==> src/rtl/uart_params_pkg.sv <==
// Shared UART constants: bit-period dividers for a 50 MHz clock and the receiver state encoding.
package uart_params;

    localparam logic [8:0] BPS115200 = 9'd434;
    // 50 MHz / 9600 needs 13 bits, so it cannot drive the 9-bit divider of rx_func_module.
    localparam int BPS9600 = 5208;

    typedef enum logic [2:0] {
        ST_IDLE  = 3'd0,
        ST_START = 3'd1,
        ST_DATA  = 3'd2,
        ST_STOP  = 3'd3,
        ST_DONE  = 3'd4
    } rx_state_t;

endpackage

==> src/rtl/rxd_sync_module.sv <==
// Two-flop synchronizer for the serial input plus a falling-edge detector on the synchronized line.
module rxd_sync_module (
    input  logic clk,
    input  logic rst_n,
    input  logic rxd,
    output logic oRxd,
    output logic oFall
);

    logic s1;
    logic s2;
    logic prev;

    // All flops reset to the idle-high level so reset release never looks like an edge.
    always_ff @(posedge clk or negedge rst_n) begin
        if (!rst_n) begin
            s1   <= 1'b1;
            s2   <= 1'b1;
            prev <= 1'b1;
        end else begin
            s1   <= rxd;
            s2   <= s1;
            prev <= s2;
        end
    end

    assign oRxd  = s2;
    assign oFall = prev & ~s2;

endmodule

==> src/rtl/rx_func_module.sv <==
// 8N1 UART receiver, LSB first, mid-bit sampling with a fixed clocks-per-bit divider.
// Handshake: oDone is a one-cycle pulse with oData valid in that cycle; oErr is a one-cycle framing-error pulse.
module rx_func_module
    import uart_params::*;
#(
    parameter logic [8:0] BPS = BPS115200
) (
    input  logic       clk,
    input  logic       rst_n,
    input  logic       iCall,
    input  logic       rxd,
    output logic [7:0] oData,
    output logic       oDone,
    output logic       oErr,
    output logic [2:0] dbg_state
);

    localparam logic [8:0] HALF_M1 = (BPS >> 1) - 9'd1;
    localparam logic [8:0] FULL_M1 = BPS - 9'd1;

    logic       rxd_s;
    logic       fall;
    rx_state_t  state;
    logic [8:0] c1;
    logic [2:0] bit_idx;
    logic [7:0] shift;

    rxd_sync_module u_sync (
        .clk   (clk),
        .rst_n (rst_n),
        .rxd   (rxd),
        .oRxd  (rxd_s),
        .oFall (fall)
    );

    always_ff @(posedge clk or negedge rst_n) begin
        if (!rst_n) begin
            state   <= ST_IDLE;
            c1      <= 9'd0;
            bit_idx <= 3'd0;
            shift   <= 8'h00;
            oData   <= 8'h00;
            oDone   <= 1'b0;
            oErr    <= 1'b0;
        end else if (!iCall) begin
            state <= ST_IDLE;
            c1    <= 9'd0;
            oDone <= 1'b0;
            oErr  <= 1'b0;
        end else begin
            // Pulses are only ever set in STOP, so clearing them every other cycle keeps them one cycle wide.
            oDone <= 1'b0;
            oErr  <= 1'b0;
            case (state)
                ST_IDLE: begin
                    c1 <= 9'd0;
                    if (fall) state <= ST_START;
                end
                ST_START: begin
                    if (c1 == HALF_M1) begin
                        c1      <= 9'd0;
                        bit_idx <= 3'd0;
                        state   <= rxd_s ? ST_IDLE : ST_DATA;
                    end else begin
                        c1 <= c1 + 9'd1;
                    end
                end
                ST_DATA: begin
                    if (c1 == FULL_M1) begin
                        c1             <= 9'd0;
                        shift[bit_idx] <= rxd_s;
                        if (bit_idx == 3'd7) state <= ST_STOP;
                        else bit_idx <= bit_idx + 3'd1;
                    end else begin
                        c1 <= c1 + 9'd1;
                    end
                end
                ST_STOP: begin
                    if (c1 == FULL_M1) begin
                        c1 <= 9'd0;
                        if (rxd_s) begin
                            oData <= shift;
                            oDone <= 1'b1;
                        end else begin
                            oErr <= 1'b1;
                        end
                        state <= ST_DONE;
                    end else begin
                        c1 <= c1 + 9'd1;
                    end
                end
                ST_DONE: state <= ST_IDLE;
                default: state <= ST_IDLE;
            endcase
        end
    end

    assign dbg_state = state;

endmodule

==> config.mk <==
export PLATFORM = sky130hd
export DESIGN_NAME = rx_func_module
export DESIGN_NICKNAME = d
export VERILOG_FILES = /design/src/rtl/uart_params_pkg.sv /design/src/rtl/rxd_sync_module.sv /design/src/rtl/rx_func_module.sv
export SDC_FILE = /design/constraint.sdc
export NUM_CORES = 1
export LEC_CHECK = 0
export CORE_MARGIN = 5
export CORE_UTILIZATION = 50
export CTS_BUF_LIST = sky130_fd_sc_hd__clkbuf_16
export CTS_CLUSTER_DIAMETER = 60
export DETAILED_ROUTE_END_ITERATION = 16
export PLACE_DENSITY = 0.72
export SLEW_MARGIN = 10
export SYNTH_ARGS = -nofsm -noshare
export SYNTH_HDL_FRONTEND = slang
export SYNTH_HIERARCHICAL = 1
export SYNTH_SLANG_ARGS = --single-unit
export TNS_END_PERCENT = 10
==> constraint.sdc <==
create_clock -name clk -period 2.3 [get_ports clk]
set_input_delay 0.345 -clock clk [delete_from_list [all_inputs] [get_ports clk]]
set_output_delay 0.345 -clock clk [all_outputs]
set_load 0.01 [all_outputs]
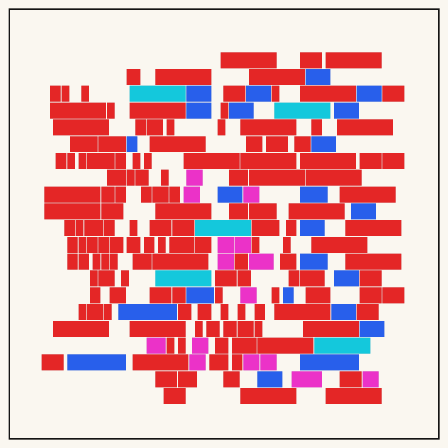
**Above:** run 1 (cells by drive strength).
blue -> x2  # cells 23
red -> x1 and smaller  # cells 147
cyan -> x6 and larger  # cells 5
magenta -> x3 and x4  # cells 15

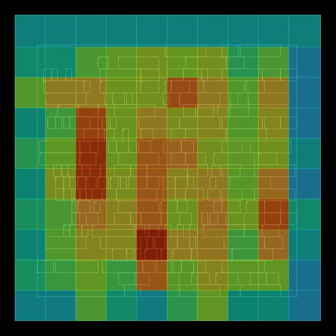
**Above:** run 1 (routing congestion).
Core Util, Final: 64.9%
GR met2 Demand/Resource: 27.5%
Avg WL per Cell: 14.7 um
GRT Total Usage: 16.0%
GR Util met1: 18.2%

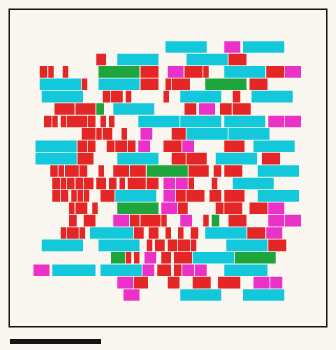
**Above:** run 1 (placement by cell class).
Scale bar: 20 um.
red -> remaining logic cells  # cells 118, share of their area 39%
green -> clock drivers and dummy loads  # cells 8, share of their area 6.8%
magenta -> remaining buffers and delay cells  # cells 28, share of their area 12%
cyan -> registers  # cells 36, share of their area 43%
num rows: 21
sequential cell area share: 41.4%

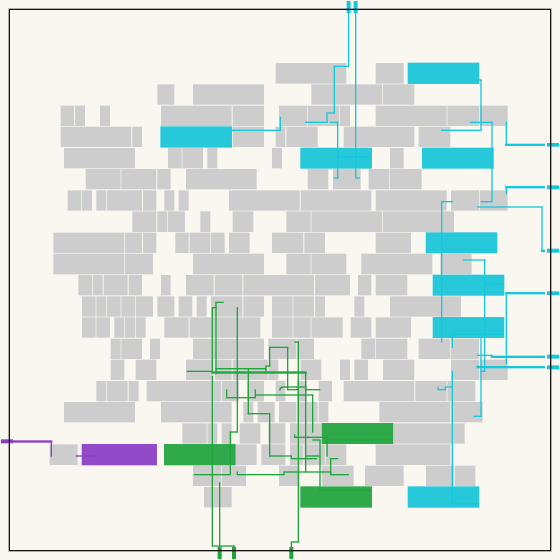
**Above:** run 1 (port wiring).
green -> `dbg_state`  # bits 3, direction output, edge south, end cells 3, buffers 5, wire 247 um
purple -> `rxd`  # bits 1, direction input, edge west, end cells 1, buffers 1, wire 9.50 um
cyan -> `oData`  # bits 8, direction output, edge 6 east, 2 north, end cells 8, buffers 8, wire 236 um

==> impl_metrics.tcl, run 1 <==
# metrics dict for downstream scripts
set metrics [dict create \
    status "complete, no violations" \
    netlist_area_sq_um 1760 \
    ff_type "dfrtp_1" \
    vias_per_cell 5.43 \
    syn_inst 161 \
    ant_nets 0 \
    core_area_sq_um 3360 \
    crit_type "reg2reg" \
    clk_latency_ns 0.28 \
    dieArea_sq_um 4810 \
    cp_num_cells 4 \
    hold_path.class "reg2reg" \
    fmax_mhz 460 \
    fp.dieH_um 69.3 \
    place_area_sq_um 2040 \
    cts_buffers 5 \
    drv_slew 0 \
    endpoint_kind "flip-flop" \
    finalSetupViolCount 0 \
    gp_congestion 0.944 \
    postSynthSeqShare_pct 51.4 \
    route.detailed.drc 0 \
    p_leak_uw 0.00100 \
    hold_buffers 0 \
    synth.area.top_cells "dfrtp_1 47%, mux2_2 9.6%, dfstp_2 4.5%" \
    holdWs_ns 0.359 \
    numClockSinks 36 \
    yosys.area.top_type_share_pct 46.9 \
    skew_ns 0.00347 \
    drtIter0Drc 66 \
    ys_warn_count 6 \
    total_power_uw 1330 \
    finalHoldViolCount 0 \
    place_hpwl_um 2520 \
    fp_nets 170 \
    cts.htree.levels 2 \
    yosys.cell_types.count 45 \
    cp.arrival_ns 2.33 \
    dieWidth_um 69.3 \
    period_minus_slack_ns 2.17 \
    tightest_slew_ns 0.507 \
    grt_antenna_before_repair 0 \
    cts_max_path_buffers 2 \
    edf_count 0 \
    design_area_sq_um 2180 \
    slew_headroom_pct 66.2 \
    wirelength_um 3480 \
    grt_max_degree 37 \
    cts_resized 0 \
    grt-ovfl-total 0 \
    peakVddDrop_v 0.000263 \
    area_growth_pct 24.0 \
    grt_pass1_vias 1292 \
    drt_first_pass_iters 4 \
    place_ws_ns -0.127 \
    hold_depth 0 \
    path_max_fanout 5 \
    clk_pin_slew_worst_paths_ns 0.05 \
    cp_slowest_cell "or4_4" \
]
[run 1: worst reg2reg max path, delay by kind of cell, from the launching register on]
kind	cells	cell delay, ns
flip-flops	1	0.42
multiplexers	1	0.35
AND/OR/NAND/NOR	3	1.29
[run 1: stage by stage]
step / setup TNS, ns / instances
4_1_cts: 0 / 236
5_1_grt: 0 / 236
2_1_floorplan: 0 / 161
6_report: 0 / 236
3_3_place_gp: -0.211 / 228
3_5_place_dp: -0.354 / 228
[run 1: final cells by class]
class / count / area, sq um / area share, %
clock buffer: 5 / 125 / 5.73
clock inverter: 3 / 18.8 / 0.860
inverter: 9 / 33.8 / 1.55
multi-input combinational: 109 / 793 / 36.3
sequential: 36 / 905 / 41.4
tap: 46 / 57.6 / 2.64
timing repair buffer: 28 / 250 / 11.5
[run 1: synth_stat cells, types with 2 or more instances]
master / count
nor3b_2: 2
nor4_1: 3
nor2_1: 10
clkbuf_1: 3
o21ai_0: 11
inv_1: 9
nor3_1: 3
dfrtp_1: 33
and2_1: 2
a22oi_1: 2
buf_1: 2
nand3_1: 3
mux2_1: 2
buf_2: 2
o31ai_1: 2
o211ai_1: 2
ha_1: 5
dfstp_2: 3
mux2_2: 15
nor2b_1: 2
nand3b_1: 2
nand2_1: 15
a22o_1: 2
a21oi_1: 4
nand4_1: 2
[run 1: sequential cells by signal (all words and copies together), names as in the netlist]
name and flops:
u_sync/prev 1, oDone 1, u_sync/oRxd 1, u_sync/s1 1, bit_idx 3, dbg_state 3
c1 9, shift 8, oErr 1, oData 8
[run 1: where the power goes]
| group | switching (uW) | internal (uW) | total, uW |
|---|---|---|---|
| clock network | 247 | 398 | 645 |
| logic | 24.9 | 17.0 | 41.9 |
| registers | 6.15 | 641 | 647 |
| total | 278 | 1060 | 1330 |
[run 1: logic make-up after synthesis]
| kind of cell | after synthesis | share of synthesized area (%) |
|---|---|---|
| buffers and inverters | 16 | 3.55 |
| adders and majority gates | 5 | 3.55 |
| DFF | 36 | 51.4 |
| and+or+nand+nor | 56 | 19.3 |
| AOI/OAI and AO/OA | 29 | 10.3 |
| xor gates and xnor gates | 2 | 0.995 |
| muxes | 17 | 10.9 |
[run 1: final timing paths]
check	from	endpoint	slack, ns
max in group asynchronous	rst_n	u_sync/oRxd$_DFF_PN1_	1.47
min in group asynchronous	rst_n	dbg_state[0]$_DFFE_PN0P_	0.48
min	u_sync/s1$_DFF_PN1_	u_sync/oRxd$_DFF_PN1_	0.36
max reg2reg	c1[6]$_DFFE_PN0P_	shift[5]$_DFFE_PN0P_	0.13
max	c1[6]$_DFFE_PN0P_	shift[5]$_DFFE_PN0P_	0.13
min reg2reg	u_sync/s1$_DFF_PN1_	u_sync/oRxd$_DFF_PN1_	0.36
[run 1: routing by layer]
layer / routed length (um) / vias to the layer above / GRT usage [%] / part of all wire, %
li1: - / 627 / - / -
met5: 0 / - / 0 / 0
met1: 1430 / 621 / 18.2 / 41
met3: 178 / 7 / 5.51 / 5.1
met2: 1810 / 26 / 27.5 / 52
met4: 54 / 0 / 6.07 / 1.6
--- run 2 (diff from run 1) ---
--- a/config.mk
+++ b/config.mk
@@ -5,6 +5,7 @@
 export SDC_FILE = /design/constraint.sdc
 export NUM_CORES = 1
 export LEC_CHECK = 0
+export CAP_MARGIN = 5
 export CORE_MARGIN = 5
 export CORE_UTILIZATION = 50
 export CTS_BUF_LIST = sky130_fd_sc_hd__clkbuf_16
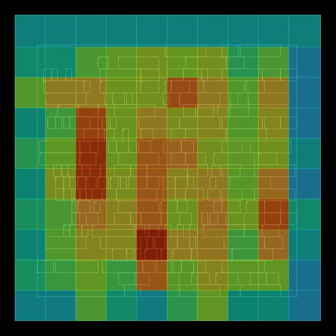
**Above:** run 2 (routing congestion).
met3 usage: 5.51%
gr busiest metal: met2

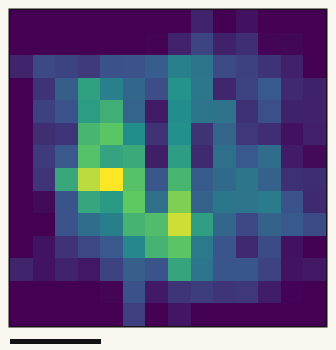
**Above:** run 2 (wiring heat map).
Scale bar: 20 um. 14 x 14 tiles, from dark purple (low) to yellow (high), scaled to the fullest tile. Values are wire area over tile area, all layers added.
densest ninth of the die = center
tiles over half the peak = 13%
emptiest ninth of the die = south-west
fullest tile = 0.51
nearly empty tiles = 27%
vias: 1281
WL final: 3480 um

==> impl_metrics.tcl, run 2 <==
# metrics dict for downstream scripts
set metrics [dict create \
    status "complete, no violations" \
    place_hpwl_um 2520 \
    period_minus_slack_ns 2.17 \
    vias_per_cell 5.43 \
    grt_pass1_vias 1292 \
    grt.total_usage_pct 16.0 \
    fp-row-count 21 \
    synth.most_common_cell "dfrtp_1" \
    area_growth_pct 24.0 \
    ant_nets 0 \
    grt_max_degree 37 \
    dieArea_sq_um 4810 \
    ys_sh_adder_pct 3.55 \
    fin_tns_setup_ns 0 \
    yosys.area.top_type_share_pct 46.9 \
    grt-ovfl-total 0 \
    grt_pass1_wl_um 6070 \
    place_ws_ns -0.127 \
    largestRegisters "c1 x9, oData x8, shift x8" \
    hold_path.class "reg2reg" \
    cts_tree "yes" \
    finalClockPeriodUsage_pct 94.5 \
    gp_congestion 0.944 \
    drive_gt1_share_pct 22.6 \
    yosys.cell_types.count 45 \
    route.detailed.drc 0 \
    clk_latency_ns 0.28 \
    holdWs_ns 0.359 \
    ys_sh_xor_pct 0.995 \
    final_core_util_pct 64.9 \
    final.fill_count 288 \
    largest-register "c1" \
    cts_buffers 5 \
    fp.dieH_um 69.3 \
    skew_ns 0.00347 \
    dieWidth_um 69.3 \
    ys_top_logic_family "simple AND/OR/NAND/NOR gates" \
    common_cells "33 x dfrtp_1, 15 x mux2_2, 15 x nand2_1" \
    finalHoldViolCount 0 \
    fp_nets 170 \
    crit_type "reg2reg" \
    postSynthSeqShare_pct 51.4 \
    synth_flops 36 \
    use_met1_pct 18.2 \
    async_flop_share_pct 100 \
    p_leak_uw 0.00100 \
    tightest_slew_ns 0.507 \
    wl_per_cell_um 14.7 \
    ff_type "dfrtp_1" \
    hold_buffers 0 \
    endpoint_kind "flip-flop" \
    slew_headroom_pct 66.2 \
    cts_max_path_buffers 2 \
    largest_reg_flops 9 \
    simple_gate_share_pct 19.3 \
    max_stage_delay_ns 0.57 \
    mux_area_share_pct 10.9 \
    peakVddDrop_v 0.000263 \
    synth_chip_area_sq_um 1760 \
    aoi_share_pct 10.3 \
    total_power_uw 1330 \
    fin_nets 198 \
    syn_inst 161 \
    edf_count 0 \
    drtIter0Drc 66 \
    core_area_sq_um 3360 \
    path_max_fanout 5 \
    cts.htree.levels 2 \
    syn_area_per_cell_sq_um 10.9 \
    insertedDiodeCount 0 \
    cts_resized 0 \
    numClockSinks 36 \
    synth.area.top_cells "dfrtp_1 47%, mux2_2 9.6%, dfstp_2 4.5%" \
    drv_slew 0 \
    fmax_mhz 460 \
    ys_warn_count 6 \
    openroad.warnings 28 \
    use_met2_pct 27.5 \
    netlist_area_sq_um 1760 \
    cp.arrival_ns 2.33 \
    clk_pin_slew_worst_paths_ns 0.05 \
    cp_slowest_cell "or4_4" \
    drt_first_pass_iters 4 \
    finalSetupViolCount 0 \
    post_cts_buffers 0 \
    grt_antenna_before_repair 0 \
]
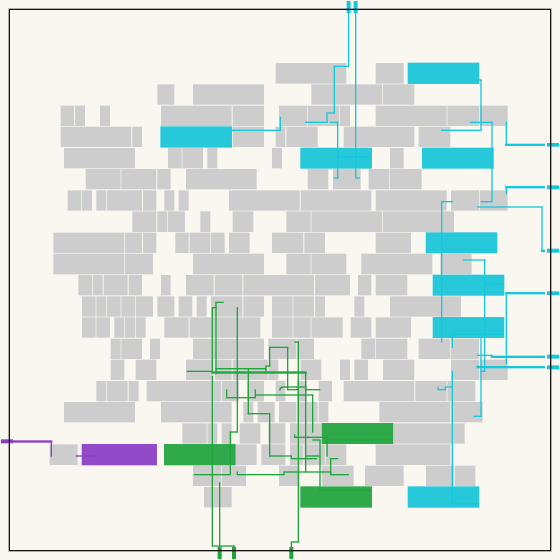
**Above:** run 2 (port wiring).
num ports: 17
PortBufs: 16

[run 2: cell counts after synthesis]
Identical to the previous run, type by type.
[run 2: cell type report]
cell class	instances	area, sq um	area share (%)
Sequential cell	36	905	41.4
Multi-Input combinational cell	109	793	36.3
Timing Repair Buffer	28	250	11.5
Clock buffer	5	125	5.73
Tap cell	46	57.6	2.64
Inverter	9	33.8	1.55
Clock inverter	3	18.8	0.860
[run 2: power by group]
group / internal (uW) / leakage [uW] / switching [uW]
combinational: 17.0 / 0.000435 / 24.9
sequential: 641 / 0.000492 / 6.15
clock: 398 / 0.0000736 / 247
total: 1060 / 0.00100 / 278
[run 2: per-stage QoR]
| stage | cell area [sq um] | std cells |
|---|---|---|
| after global routing | 2180 | 236 |
| final | 2180 | 236 |
| after CTS | 2180 | 236 |
| after floorplan | 1760 | 161 |
| after detailed placement | 2040 | 228 |
| after global placement | 2040 | 228 |
[run 2: routing by layer]
layer	vias to the layer above	wire, um
met5	-	0
met2	26	1810
met1	621	1430
li1	627	-
met3	7	178
met4	0	54
[run 2: path summary, 6_finish.rpt]
kind,start,endpoint,slack (ns),depth (start not counted)
min in group asynchronous,rst_n,dbg_state[0]$_DFFE_PN0P_,0.48,2
worst max register to register,c1[6]$_DFFE_PN0P_,shift[5]$_DFFE_PN0P_,0.13,4
max in group asynchronous,rst_n,u_sync/oRxd$_DFF_PN1_,1.47,2
worst min register to register,u_sync/s1$_DFF_PN1_,u_sync/oRxd$_DFF_PN1_,0.36,0
worst max-delay path,c1[6]$_DFFE_PN0P_,shift[5]$_DFFE_PN0P_,0.13,4
worst min-delay path,u_sync/s1$_DFF_PN1_,u_sync/oRxd$_DFF_PN1_,0.36,0
[run 2: cells by family after synthesis]
kind of cell | count (synthesis)
multiplexers | 17
flip-flops | 36
adder cells (fa/ha/maj) | 5
AND/OR/NAND/NOR | 56
buffers and inverters | 16
AND-OR/OR-AND | 29
XOR/XNOR | 2
[run 2: critical path, delay by kind of cell (launching register included)]
family | cells | cell delay, ns
DFF | 1 | 0.42
muxes | 1 | 0.35
and+or+nand+nor | 3 | 1.29
Power and IR drop assume default switching activity.
